`src/rtl/fa_modport_if.sv`:
```
// fa_modport_if: operand/result bundle for the fa_modport adder.
//   a, b      : WIDTH-bit operands            (dut_mp in,  tb_mp out)
//   c         : carry-in                      (dut_mp in,  tb_mp out)
//   in_valid  : qualifies a/b/c for the register stage
//   sum/carry : combinational result          (dut_mp out, tb_mp in)
//   sum_q/carry_q/out_valid : registered result and its valid flag
interface fa_if #(parameter int WIDTH = 1) ();
    logic [WIDTH-1:0] a;
    logic [WIDTH-1:0] b;
    logic             c;
    logic             in_valid;
    logic [WIDTH-1:0] sum;
    logic             carry;
    logic [WIDTH-1:0] sum_q;
    logic             carry_q;
    logic             out_valid;
    modport dut_mp (
        input  a, b, c, in_valid,
        output sum, carry, sum_q, carry_q, out_valid
    );
    modport tb_mp (
        output a, b, c, in_valid,
        input  sum, carry, sum_q, carry_q, out_valid
    );
endinterface

```
`src/rtl/fa_modport.sv`:
```
// fa_modport: WIDTH-bit ripple-carry full adder with combinational and registered outputs.
//   clk : rising-edge clock
//   rst : synchronous active-high reset (clears the registered result)
//   fa  : fa_if bundle, DUT side; a + b + c -> {carry, sum}, and {carry_q, sum_q, out_valid}
module fa_modport #(
    parameter int WIDTH = 1
) (
    input  logic  clk,
    input  logic  rst,
    fa_if.dut_mp  fa
);
    // w_k[i] is the carry into cell i; w_k[WIDTH] is the carry out of the chain
    logic [WIDTH:0]   w_k;
    logic [WIDTH-1:0] w_s;
    logic [WIDTH-1:0] r_sum_q;
    logic             r_carry_q;
    logic             r_out_valid;

    assign w_k[0] = fa.c;

    for (genvar i = 0; i < WIDTH; i++) begin : g_cell
        assign w_s[i]   = fa.a[i] ^ fa.b[i] ^ w_k[i];
        assign w_k[i+1] = (fa.a[i] & fa.b[i]) | (fa.b[i] & w_k[i]) | (w_k[i] & fa.a[i]);
    end

    assign fa.sum   = w_s;
    assign fa.carry = w_k[WIDTH];

    always_ff @(posedge clk) begin
        if (rst) begin
            r_sum_q     <= '0;
            r_carry_q   <= 1'b0;
            r_out_valid <= 1'b0;
        end else begin
            r_out_valid <= fa.in_valid;
            if (fa.in_valid) begin
                r_sum_q   <= w_s;
                r_carry_q <= w_k[WIDTH];
            end
        end
    end

    assign fa.sum_q     = r_sum_q;
    assign fa.carry_q   = r_carry_q;
    assign fa.out_valid = r_out_valid;
endmodule

```
`src/flat_wrapper.sv`:
```
// flat-port wrapper written by rule: the top's interface ports become plain ports
module fa_modport_flat 
#(
    parameter int WIDTH = 1
)
  (clk, rst, fa_a, fa_b, fa_c, fa_in_valid, fa_sum, fa_carry, fa_sum_q, fa_carry_q, fa_out_valid);
  fa_if #(.WIDTH(WIDTH)) fa_i ();
  input  logic clk;
  input  logic rst;
  input wire logic [$bits(fa_i.a)-1:0] fa_a;
  input wire logic [$bits(fa_i.b)-1:0] fa_b;
  input wire logic [$bits(fa_i.c)-1:0] fa_c;
  input wire logic [$bits(fa_i.in_valid)-1:0] fa_in_valid;
  output wire logic [$bits(fa_i.sum)-1:0] fa_sum;
  output wire logic [$bits(fa_i.carry)-1:0] fa_carry;
  output wire logic [$bits(fa_i.sum_q)-1:0] fa_sum_q;
  output wire logic [$bits(fa_i.carry_q)-1:0] fa_carry_q;
  output wire logic [$bits(fa_i.out_valid)-1:0] fa_out_valid;
  assign fa_i.a = fa_a;
  assign fa_i.b = fa_b;
  assign fa_i.c = fa_c;
  assign fa_i.in_valid = fa_in_valid;
  assign fa_sum = fa_i.sum;
  assign fa_carry = fa_i.carry;
  assign fa_sum_q = fa_i.sum_q;
  assign fa_carry_q = fa_i.carry_q;
  assign fa_out_valid = fa_i.out_valid;
  fa_modport #(.WIDTH(WIDTH)) u_core (.clk(clk), .rst(rst), .fa(fa_i));
endmodule
```
`config.mk`:
```
export PLATFORM = sky130hd
export DESIGN_NAME = fa_modport_flat
export DESIGN_NICKNAME = d
export VERILOG_FILES = /design/src/rtl/fa_modport_if.sv /design/src/rtl/fa_modport.sv /design/src/flat_wrapper.sv
export SDC_FILE = /design/constraint.sdc
export NUM_CORES = 1
export LEC_CHECK = 0
export CAP_MARGIN = 20
export CORE_AREA = 10 10 47 49
export CTS_BUF_LIST = sky130_fd_sc_hd__clkbuf_16
export CTS_CLUSTER_SIZE = 8
export DETAILED_ROUTE_END_ITERATION = 7
export DIE_AREA = 0 0 57 59
export SKIP_LAST_GASP = 1
export SLEW_MARGIN = 30
export SYNTH_ARGS = -nofsm -noshare
export SYNTH_HDL_FRONTEND = slang
export SYNTH_SLANG_ARGS = --single-unit
```
`constraint.sdc`:
```
create_clock -name clk -period 0.9 [get_ports clk]
set_clock_uncertainty 0.15 [all_clocks]
set_input_delay 0.09 -clock clk [delete_from_list [all_inputs] [get_ports clk]]
set_output_delay 0.09 -clock clk [all_outputs]
set_load 0.01 [all_outputs]
```
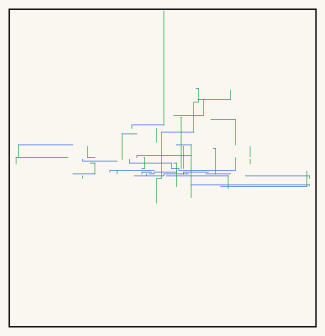
*Wiring by layer, run 1*
Only two layers are drawn.
[green] metal 2 | wire length: 118 um
[blue] metal 1 | wire length: 198 um
gr usage total: 3.022%
DR vias: 117

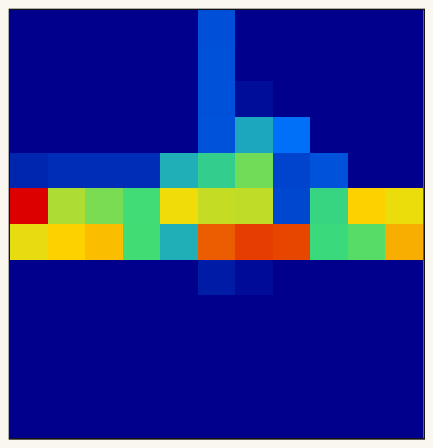
*Wire density map, run 1*
11 x 12 tiles, from dark blue (low) to red (high), scaled to the fullest tile. Values are wire area over tile area, all layers added.
mean over tiles: 0.022
nearly empty tiles: 70%
tiles over half the peak: 14%
fullest tile: 0.16
densest ninth of the die: centre

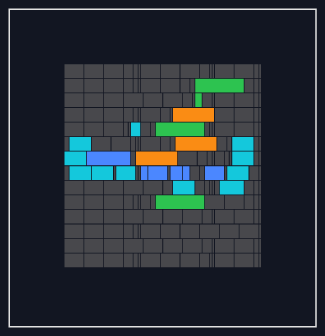
*Cell classes on the final placement, run 1*
Fill, decap, tap and diode cells in grey.
[blue] combinational and other logic | cells: 6
[cyan] other buffers and delay cells | cells: 11
[green] clock drivers and dummy loads | cells: 4
[orange] flops | cells: 3

[run 1: sequential cells by signal, indices dropped and copies added (netlist names)]
name	flops
u_core.fa.carry_q	1
u_core.fa.out_valid	1
u_core.fa.sum_q	1
[run 1: stage by stage]
step                instances  setup TNS [ns]
CTS                        40         -0.2992
global route               40         -0.3889
detailed placement         36          -3.608
global placement           36          -3.570
finish                     40         -0.2970
floorplan                   9         -0.1767
[run 1: kinds of logic (layout without fill, tap and decap cells)]
kind of cell,after synthesis,count (layout),share of synthesized area (%)
fa+ha+maj,1,1,17.58
buf+inv,0,15,0
flops,3,3,52.75
mux,2,2,17.58
simple gates,3,3,12.09
[run 1: cell type report]
type	instances	share of cell area, %
clock buffer	3	22.30
clock inverter	1	1.115
tap	16	5.948
multi-input combinational	6	16.73
timing repair buffer	11	34.94
sequential	3	18.96
[run 1: routing by layer]
metal | part of all wire, % | vias up | track usage, %
met5 | 0 | - | 0
met4 | 0 | 0 | 4.027
met3 | 22 | 0 | 4.292
met2 | 29 | 10 | 1.860
met1 | 49 | 49 | 3.081
li1 | - | 58 | -
[run 1: power by group through the flow]
stage	Clock [mW]	Sequential [mW]	Combinational (mW)
global route	0.720	0.153	0.125
CTS	0.703	0.151	0.113
finish	0.686	0.152	0.116
detailed placement	0	0.150	0.110
global placement	0	0.150	0.109
floorplan	0	0.154	0.0311
[run 1: synthesized netlist by cell type]
| master | count | area share, % |
|---|---|---|
| dfxtp_1 | 3 | 53 |
| mux2i_1 | 2 | 18 |
| nor2_1 | 2 | 6.6 |
| fa_1 | 1 | 18 |
| nor2b_1 | 1 | 5.5 |
[run 1: timing repair]
item,4_1_cts,5_1_grt
endpoints found under the setup margin,7,6
pin swaps,1,1
resized,40,4
[run 1: path summary, 6_finish.rpt]
check	start	endpoint	slack, ns	depth (start not counted)
setup reg to reg	u_core.fa.sum_q$_SDFFE_PP0P_	u_core.fa.sum_q$_SDFFE_PP0P_	0.15	2
setup / recovery	fa_c	fa_sum	-0.22	3
hold / removal	fa_in_valid	u_core.fa.out_valid$_SDFF_PP0_	0.06	2
hold reg to reg	u_core.fa.carry_q$_SDFFE_PP0P_	u_core.fa.carry_q$_SDFFE_PP0P_	0.34	2
==> results_dict.tcl, run 1 <==
# yosys + openroad results
set metrics [dict create \
    ys_seq_share_pct 52.75 \
    dpl_cell_area_sq_um 244.0 \
    setup_ws_ns -0.2156 \
    cts_buffer_depth 2 \
    rows 14 \
    dieWidth_um 57 \
    critPathBufInv 2 \
    crit_family "adder cells" \
    gr-total-overflow 0 \
    drt_pre_antenna_iters 4 \
    drv_cap 0 \
    worst_pin_slew_ns 0.1270 \
    critPathMaxFanout 2 \
    ys_chip_area_sq_um 113.9 \
    nets 32 \
    violations "negative setup slack" \
    antenna_found_initial 0 \
    setup_violations 4 \
    cp_cell_sequence "buf_6 -> fa_2 -> buf_6" \
    cts_tree "built" \
    dieArea_sq_um 3363 \
    ant_nets 0 \
    arrival_ns 0.88 \
    peakVddDrop_mv 0.6251 \
    outcome "finished with violations" \
    slew_headroom_pct 91.29 \
    cts_max_level 1 \
    grt_setup_unrepaired "true" \
    fmax_mhz 896.4 \
    final_layout_top_logic_cells "8 x buf_6, 3 x clkbuf_16, 3 x dfxtp_2" \
    portBuffers 10 \
]
==> run 1 -> run 2 <==
--- a/config.mk
+++ b/config.mk
@@ -11,6 +11,7 @@
 export CTS_CLUSTER_SIZE = 8
 export DETAILED_ROUTE_END_ITERATION = 7
 export DIE_AREA = 0 0 57 59
+export PLACE_DENSITY = 0.43
 export SKIP_LAST_GASP = 1
 export SLEW_MARGIN = 30
 export SYNTH_ARGS = -nofsm -noshare
==> constraint.sdc (replaced) <==
create_clock -name clk -period 1.3 [get_ports clk]
set_clock_uncertainty 0.15 [all_clocks]
set_input_delay 0.13 -clock clk [delete_from_list [all_inputs] [get_ports clk]]
set_output_delay 0.13 -clock clk [all_outputs]
set_load 0.01 [all_outputs]
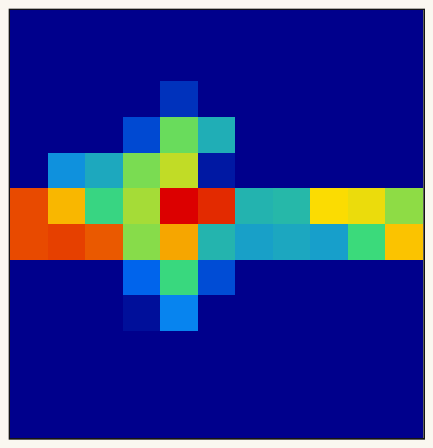
*Wire density map, run 2*
11 x 12 tiles, from dark blue (low) to red (high), scaled to the fullest tile. Values are wire area over tile area, all layers added.
tiles over half the peak: 13%
densest ninth of the die: west
fullest tile: 0.16
nearly empty tiles: 73%

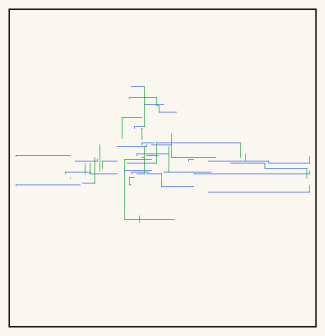
*Wiring by layer, run 2*
Only two layers are drawn.
[green] metal 2 | wire length: 74.4 um
[blue] metal 1 | wire length: 233 um

==> run 2 against run 1 <==
  * The flow now finishes without violations
  * Register-to-register slack better by 0.43 ns
  * Cell count unchanged
  * Final area down 12%
  * Critical path depth unchanged
  * Hold slack better by 0.16 ns
  * Total power down 33%
  * Clock power down about 30%
  * Sequential power down 33%
  * Largest cell class unchanged
  * Highest routed layer is now met4
==> results_dict.tcl, run 2 <==
# yosys + openroad results
set metrics [dict create \
    drv_cap 0 \
    setup_ws_ns 0.06119 \
    arrival_ns 0.96 \
    final_layout_top_logic_cells "3 x clkbuf_16, 3 x dlygate4sd2_1, 3 x dfxtp_1" \
    gr-total-overflow 0 \
    ys_chip_area_sq_um 113.9 \
    vias 119 \
    cts_tree "built" \
    nets 32 \
    cts_root_buf "clkbuf_16" \
    cts_max_level 1 \
    drt_pre_antenna_iters 1 \
    ant_nets 0 \
    top_cell "dfxtp_1" \
    fin_cells 40 \
    gr-usage-all-layers_pct 2.935 \
    syn_to_final_growth_pct 160.4 \
    antenna_found_initial 0 \
    cts_buffer_depth 2 \
    rows 14 \
    fp_nets 16 \
    yosys-top-cells-count "3 x dfxtp_1, 2 x mux2i_1, 2 x nor2_1, 1 x fa_1, 1 x nor2b_1" \
    top_area_cell "dfxtp_1" \
    dieArea_sq_um 3363 \
    ys_seq_share_pct 52.75 \
    top_cell_area_share_pct 52.75 \
    slew_headroom_pct 91.62 \
    worst_pin_slew_ns 0.1223 \
    finalSetupTns_ns 0 \
    fmax_mhz 807.2 \
    portBuffers 10 \
    ff_type "dfxtp_1" \
    cp_cell_sequence "clkdlybuf4s15_1 -> fa_1 -> buf_2" \
    edf_count 0 \
    p_per_area_nw_per_um2 2166 \
    grt_setup_unrepaired "false" \
    dp.cells 36 \
    dieWidth_um 57 \
    synthArstFlopShare_pct 0 \
    critPathMaxFanout 2 \
    peakVddDrop_mv 0.8311 \
    outcome "finished clean" \
]
run 2: cell counts after synthesis:
Identical to the previous run, type by type.
run 2: final cells by class:
class	instances	share of cell area [%]
clock buffers	3	25.32
clock inverters	1	1.266
multi-input cells	6	18.14
flip-flops and latches	3	20.25
well taps	16	6.751
repair buffers	11	28.27
run 2: worst max-delay path, delay by kind of cell:
family	cells	cell delay, ns
buffers and inverters	2	0.31
adders and majority gates	1	0.51
run 2: per-stage QoR:
step / hold slack, ns / instance area, sq um
final: 0.2165 / 296.5
after global routing: 0.2735 / 296.5
after CTS: 0.3404 / 302.8
after detailed placement: 0.3393 / 241.5
after global placement: 0.3292 / 241.5
after floorplan: 0.05161 / 113.9
run 2: power groups by stage:
| stage | logic [mW] | clock network, mW | registers (mW) |
|---|---|---|---|
| after floorplan | 0.0200 | 0 | 0.107 |
| after global placement | 0.0733 | 0 | 0.104 |
| after detailed placement | 0.0749 | 0 | 0.104 |
| after CTS | 0.0599 | 0.486 | 0.102 |
| after global routing | 0.0639 | 0.497 | 0.103 |
| final | 0.0579 | 0.483 | 0.102 |
run 2: cell families (layout without fill, tap and decap cells):
| group | after synthesis | in the layout | synth area share (%) |
|---|---|---|---|
| mux | 2 | 2 | 17.58 |
| flops | 3 | 3 | 52.75 |
| buf+inv | 0 | 15 | 0 |
| fa+ha+maj | 1 | 1 | 17.58 |
| simple gates | 3 | 3 | 12.09 |
run 2: what timing repair did:
action | in CTS | in global routing
gates resized | 14 | 5
gates cloned | 0 | 0
endpoints found under the setup margin | 7 | 1
pin swaps | 1 | 1
run 2: routing by layer:
layer,GRT usage (%),share of wire (%),vias up
met5,0,0,-
met2,1.550,18,13
met3,3.863,21,2
li1,-,-,58
met1,2.959,56,46
met4,5.034,5.5,0
run 2: final timing paths:
check | slack (ns) | endpoint | cells after the start | startpoint
worst max-delay path | 0.06 | fa_sum | 3 | fa_a
worst min-delay path | 0.22 | u_core.fa.sum_q$_SDFFE_PP0P_ | 4 | fa_b
worst max register to register | 0.58 | u_core.fa.carry_q$_SDFFE_PP0P_ | 2 | u_core.fa.carry_q$_SDFFE_PP0P_
worst min register to register | 0.34 | u_core.fa.carry_q$_SDFFE_PP0P_ | 2 | u_core.fa.carry_q$_SDFFE_PP0P_
Power is estimated from default activity; no workload was simulated.
